### src/rtl/mem_pkg.sv
// Shared types and default address map for the memory controller.
package mem_pkg;

  typedef logic [2:0] state_t;

  localparam state_t ST_IDLE   = 3'd0;
  localparam state_t ST_SETUP  = 3'd1;
  localparam state_t ST_STROBE = 3'd2;
  localparam state_t ST_HOLD   = 3'd3;
  localparam state_t ST_DONE   = 3'd4;

  typedef enum logic [1:0] {
    TGT_RAM1,
    TGT_RAM2,
    TGT_UART_DATA,
    TGT_UART_STAT
  } target_t;

  localparam logic [15:0] DEF_RAM2_TOP  = 16'hBEFF;
  localparam logic [15:0] DEF_UART_BASE = 16'hBF00;

endpackage

### src/rtl/mem_addr_decode.sv
// Combinational address-to-target decode.
// With MEM_CTRL_UART_EN undefined the UART registers fall through to RAM1.
module mem_addr_decode import mem_pkg::*; #(
  parameter int                ADDR_W    = 16,
  parameter logic [ADDR_W-1:0] RAM2_TOP  = ADDR_W'(DEF_RAM2_TOP),
  parameter logic [ADDR_W-1:0] UART_BASE = ADDR_W'(DEF_UART_BASE)
) (
  input  logic [ADDR_W-1:0] addr_i,
  output target_t           target_o
);

`ifdef MEM_CTRL_UART_EN
  always_comb begin
    if (addr_i <= RAM2_TOP)
      target_o = TGT_RAM2;
    else if (addr_i == UART_BASE)
      target_o = TGT_UART_DATA;
    else if (addr_i == UART_BASE + ADDR_W'(1))
      target_o = TGT_UART_STAT;
    else
      target_o = TGT_RAM1;
  end
`else
  logic unused_base;
  assign unused_base = ^UART_BASE;
  assign target_o = (addr_i <= RAM2_TOP) ? TGT_RAM2 : TGT_RAM1;
`endif

endmodule

### src/rtl/mem_ctrl.sv
// Sequenced CPU access to two async SRAMs (and a UART when MEM_CTRL_UART_EN is defined).
// Each access walks SETUP -> STROBE -> HOLD(WAIT_CYC cycles) -> DONE.
module mem_ctrl import mem_pkg::*; #(
  parameter int                DATA_W    = 16,
  parameter int                ADDR_W    = 16,
  parameter logic [ADDR_W-1:0] RAM2_TOP  = ADDR_W'(DEF_RAM2_TOP),
  parameter logic [ADDR_W-1:0] UART_BASE = ADDR_W'(DEF_UART_BASE),
  parameter int                WAIT_CYC  = 1
) (
  input  logic              clk,
  input  logic              rst,
  input  logic              memread_i,
  input  logic              memwrite_i,
  input  logic [ADDR_W-1:0] addr_i,
  input  logic [DATA_W-1:0] wdata_i,
  output logic [DATA_W-1:0] rdata_o,
  output logic              stall_o,
  output logic              done_o,
  output logic              Ram1EN,
  output logic              Ram1OE,
  output logic              Ram1WE,
  output logic              Ram2EN,
  output logic              Ram2OE,
  output logic              Ram2WE,
  output logic [ADDR_W-1:0] ram_addr_o,
  output logic [DATA_W-1:0] ram_data_o,
  output logic              ram_data_oe_o,
  input  logic [DATA_W-1:0] ram1_data_i,
  input  logic [DATA_W-1:0] ram2_data_i,
  output logic              rdn,
  output logic              wrn,
  input  logic [7:0]        uart_data_i,
  input  logic              data_ready,
  input  logic              tbre,
  input  logic              tsre
);

  localparam logic [2:0] WAIT_INIT = 3'(WAIT_CYC);

  state_t            state_q, state_d;
  logic [2:0]        cnt_q, cnt_d;
  target_t           target_q, target_d, dec_target;
  logic              write_q, write_d;
  logic [DATA_W-1:0] rdata_q, rdata_d;
  logic [ADDR_W-1:0] ram_addr_q, ram_addr_d;
  logic [DATA_W-1:0] ram_data_q, ram_data_d;
  logic [DATA_W-1:0] rd_capture, wr_payload;
  logic              req_valid, active, strobing;

  mem_addr_decode #(
    .ADDR_W   (ADDR_W),
    .RAM2_TOP (RAM2_TOP),
    .UART_BASE(UART_BASE)
  ) u_decode (
    .addr_i  (addr_i),
    .target_o(dec_target)
  );

  assign req_valid = memread_i ^ memwrite_i;
  assign active    = (state_q == ST_SETUP) || (state_q == ST_STROBE) || (state_q == ST_HOLD);
  assign strobing  = (state_q == ST_STROBE) || (state_q == ST_HOLD);

`ifdef MEM_CTRL_UART_EN
  always_comb begin
    case (target_q)
      TGT_RAM2:      rd_capture = ram2_data_i;
      TGT_UART_DATA: rd_capture = DATA_W'(uart_data_i);
      TGT_UART_STAT: rd_capture = {{(DATA_W-2){1'b0}}, data_ready, tbre & tsre};
      default:       rd_capture = ram1_data_i;
    endcase
  end
  // The UART only carries a byte; upper write bits are forced to zero.
  assign wr_payload = (dec_target == TGT_UART_DATA) ? DATA_W'(wdata_i[7:0]) : wdata_i;
  assign rdn = ~(strobing && !write_q && (target_q == TGT_UART_DATA));
  assign wrn = ~(strobing &&  write_q && (target_q == TGT_UART_DATA));
`else
  logic unused_uart;
  assign unused_uart = ^{uart_data_i, data_ready, tbre, tsre};
  assign rd_capture  = (target_q == TGT_RAM2) ? ram2_data_i : ram1_data_i;
  assign wr_payload  = wdata_i;
  assign rdn = 1'b1;
  assign wrn = 1'b1;
`endif

  always_comb begin
    state_d    = state_q;
    cnt_d      = cnt_q;
    target_d   = target_q;
    write_d    = write_q;
    rdata_d    = rdata_q;
    ram_addr_d = ram_addr_q;
    ram_data_d = ram_data_q;
    case (state_q)
      ST_IDLE: begin
        if (req_valid) begin
          state_d    = ST_SETUP;
          target_d   = dec_target;
          write_d    = memwrite_i;
          ram_addr_d = addr_i;
          ram_data_d = wr_payload;
        end
      end
      ST_SETUP: state_d = ST_STROBE;
      ST_STROBE: begin
        cnt_d = WAIT_INIT;
        if (WAIT_INIT == 3'd0) begin
          state_d = ST_DONE;
          if (!write_q) rdata_d = rd_capture;
        end else begin
          state_d = ST_HOLD;
        end
      end
      ST_HOLD: begin
        // Leaving when the count reaches zero keeps HOLD exactly WAIT_CYC cycles long.
        cnt_d = cnt_q - 3'd1;
        if (cnt_q == 3'd1) begin
          state_d = ST_DONE;
          if (!write_q) rdata_d = rd_capture;
        end
      end
      ST_DONE: state_d = ST_IDLE;
      default: state_d = ST_IDLE;
    endcase
  end

  always_ff @(posedge clk or negedge rst) begin
    if (!rst) begin
      state_q    <= ST_IDLE;
      cnt_q      <= '0;
      target_q   <= TGT_RAM1;
      write_q    <= 1'b0;
      rdata_q    <= '0;
      ram_addr_q <= '0;
      ram_data_q <= '0;
    end else begin
      state_q    <= state_d;
      cnt_q      <= cnt_d;
      target_q   <= target_d;
      write_q    <= write_d;
      rdata_q    <= rdata_d;
      ram_addr_q <= ram_addr_d;
      ram_data_q <= ram_data_d;
    end
  end

  assign Ram1EN = ~(active && (target_q == TGT_RAM1));
  assign Ram1OE = ~(strobing && !write_q && (target_q == TGT_RAM1));
  assign Ram1WE = ~(strobing &&  write_q && (target_q == TGT_RAM1));
  assign Ram2EN = ~(active && (target_q == TGT_RAM2));
  assign Ram2OE = ~(strobing && !write_q && (target_q == TGT_RAM2));
  assign Ram2WE = ~(strobing &&  write_q && (target_q == TGT_RAM2));

  // Stall rises combinationally on an accepted request so the CPU holds that same cycle.
  assign stall_o       = active || ((state_q == ST_IDLE) && req_valid && rst);
  assign done_o        = (state_q == ST_DONE);
  assign ram_data_oe_o = active && write_q;
  assign rdata_o       = rdata_q;
  assign ram_addr_o    = ram_addr_q;
  assign ram_data_o    = ram_data_q;

endmodule

### config.mk
export PLATFORM = sky130hd
export DESIGN_NAME = mem_ctrl
export DESIGN_NICKNAME = d
export VERILOG_FILES = /design/src/rtl/mem_pkg.sv /design/src/rtl/mem_addr_decode.sv /design/src/rtl/mem_ctrl.sv
export SDC_FILE = /design/constraint.sdc
export NUM_CORES = 1
export LEC_CHECK = 0
export CORE_ASPECT_RATIO = 0.9
export CORE_MARGIN = 2
export CORE_UTILIZATION = 42
export DETAILED_ROUTE_END_ITERATION = 6
export PLACE_DENSITY_LB_ADDON = 0.25
export SKIP_CTS_REPAIR_TIMING = 1
export SLEW_MARGIN = 10
export SYNTH_ARGS = -nofsm -noshare
export SYNTH_HDL_FRONTEND = slang
export SYNTH_SLANG_ARGS = --single-unit
### constraint.sdc
create_clock -name clk -period 3.9 [get_ports clk]
set_input_delay 0.78 -clock clk [delete_from_list [all_inputs] [get_ports clk]]
set_output_delay 0.78 -clock clk [all_outputs]
set_load 0.005 [all_outputs]
==> images/pdn.png <==
Bar = 20 um. Pins as bars on the die edge.
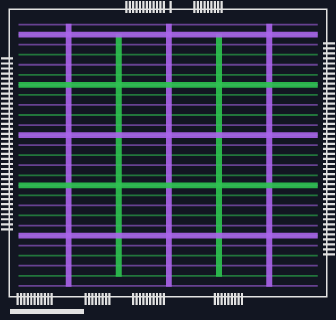
legend:
  green:
    net: VDD
  purple:
    net: VSS
met1 rails: 27
met4 straps: 5
rows: 26
signal pins: 138

==> images/cell_classes.png <==
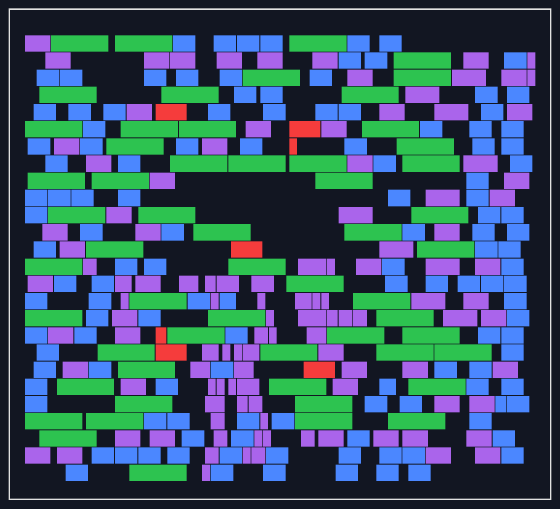
legend:
  purple:
    class: all other logic
    cells: 112
    share_of_their_area: 28%
  green:
    class: flip-flops
    cells: 56
    share_of_their_area: 37%
  blue:
    class: other buffers and delay cells
    cells: 126
    share_of_their_area: 33%
  red:
    class: clock drivers and dummy loads
    cells: 7
    share_of_their_area: 2.1%

==> impl_metrics.tcl <==
# metrics dict for downstream scripts
set metrics [dict create \
    outcome "finished, final reports clean" \
    endpoint "stall_o" \
    cap_violations 0 \
    grt_max_degree 57 \
    dp_hpwl_um 4090 \
    crit_buf_inv 2 \
    wl_per_cell_um 14.8 \
    yosysWarnings 0 \
    cts_max_level 2 \
    routed.top_layer "met4" \
    ir_drop_v 0.000389 \
    track_usage_pct 17.5 \
    wl_met1_um 2290 \
    clock-sinks 56 \
    ys_chip_area_mm2 0.00251 \
    holdPathEnd "cnt_q[1]" \
    vias_per_cell 4.92 \
    ys_cells 177 \
    r2r_cells 3 \
    cp-startpoint "memread_i" \
    flop_cell "dfrtp_1" \
    skew_ns 0.00795 \
    wl_met2_um 2500 \
    yosys.cell_count.top_type "dfrtp_1" \
    worstSetupPathType "primary input to output pin" \
    cts_buffer_depth 2 \
    cpMaxStageDelayCell "clkdlybuf4s50_1" \
    die_area_mm2 0.00662 \
    top_cells_by_count "dfrtp_1, mux2_2, mux2_4, nand2_1, nor2_1" \
    cp_top_family "buffers and inverters" \
    fmax_ghz 0.317 \
    antenna_found_initial 0 \
    use_met3_pct 7.66 \
    ios 138 \
    core_area_mm2 0.00573 \
    num_vias 1827 \
    route.detailed.drc 0 \
    area_delta_synth_final_pct 54.0 \
    p_leak_nw 1.66 \
    edf_count 0 \
    cp_common_cell "clkdlybuf4s50_1" \
    fin_tns_setup_ns 0 \
]
## layout make-up
cell class | instances | area, um2
Clock buffer | 6 | 72.6
Clock inverter | 1 | 5.00
Fill cell | 449 | 1860
Inverter | 4 | 15.0
Multi-Input combinational cell | 108 | 1040
Sequential cell | 56 | 1400
Tap cell | 70 | 87.6
Timing Repair Buffer | 126 | 1250
## cell families (layout without fill, tap and decap cells)
logic type	Yosys count	in the layout	synth area share, %
muxes	65	65	30.6
buffers and inverters	14	137	3.14
other	1	2	0.149
AOI/OAI and AO/OA	11	11	3.24
and+or+nand+nor	27	27	5.78
adders and majority gates	2	2	0.996
xor gates and xnor gates	1	1	0.349
DFF	56	56	55.8
## tightest hold or removal path, delay by kind of cell, from the launching register on
family | cells | cell delay (ns)
flops | 1 | 0.35
simple gates | 1 | 0.05
compound gates | 1 | 0.05
## cells in the final DEF, fill, tap and decap left out, types with 2 or more instances in the layout
| cell | instances |
|---|---|
| ha_1 | 2 |
| mux2_2 | 51 |
| clkbuf_8 | 5 |
| nand2_1 | 7 |
| buf_4 | 2 |
| mux2_1 | 3 |
| or3_1 | 3 |
| nand2b_1 | 3 |
| mux2_4 | 10 |
| and2_1 | 2 |
| inv_1 | 4 |
| nor2_1 | 7 |
| conb_1 | 2 |
| o21ai_0 | 2 |
| dfrtp_1 | 56 |
| clkdlybuf4s50_1 | 123 |
## sequential cells by signal, indices dropped and copies added (netlist names)
signal / count
ram_data_o: 16
rdata_o: 16
target_q: 1
ram_addr_o: 16
write_q: 1
state_q: 3
cnt_q: 3
## power breakdown
| group | total [mW] | switching (mW) | internal [mW] |
|---|---|---|---|
| Clock | 0.298 | 0.176 | 0.123 |
| Combinational | 1.34 | 0.398 | 0.940 |
| Sequential | 1.07 | 0.200 | 0.870 |
No activity file was given, so power comes from the tool's default toggle rates.
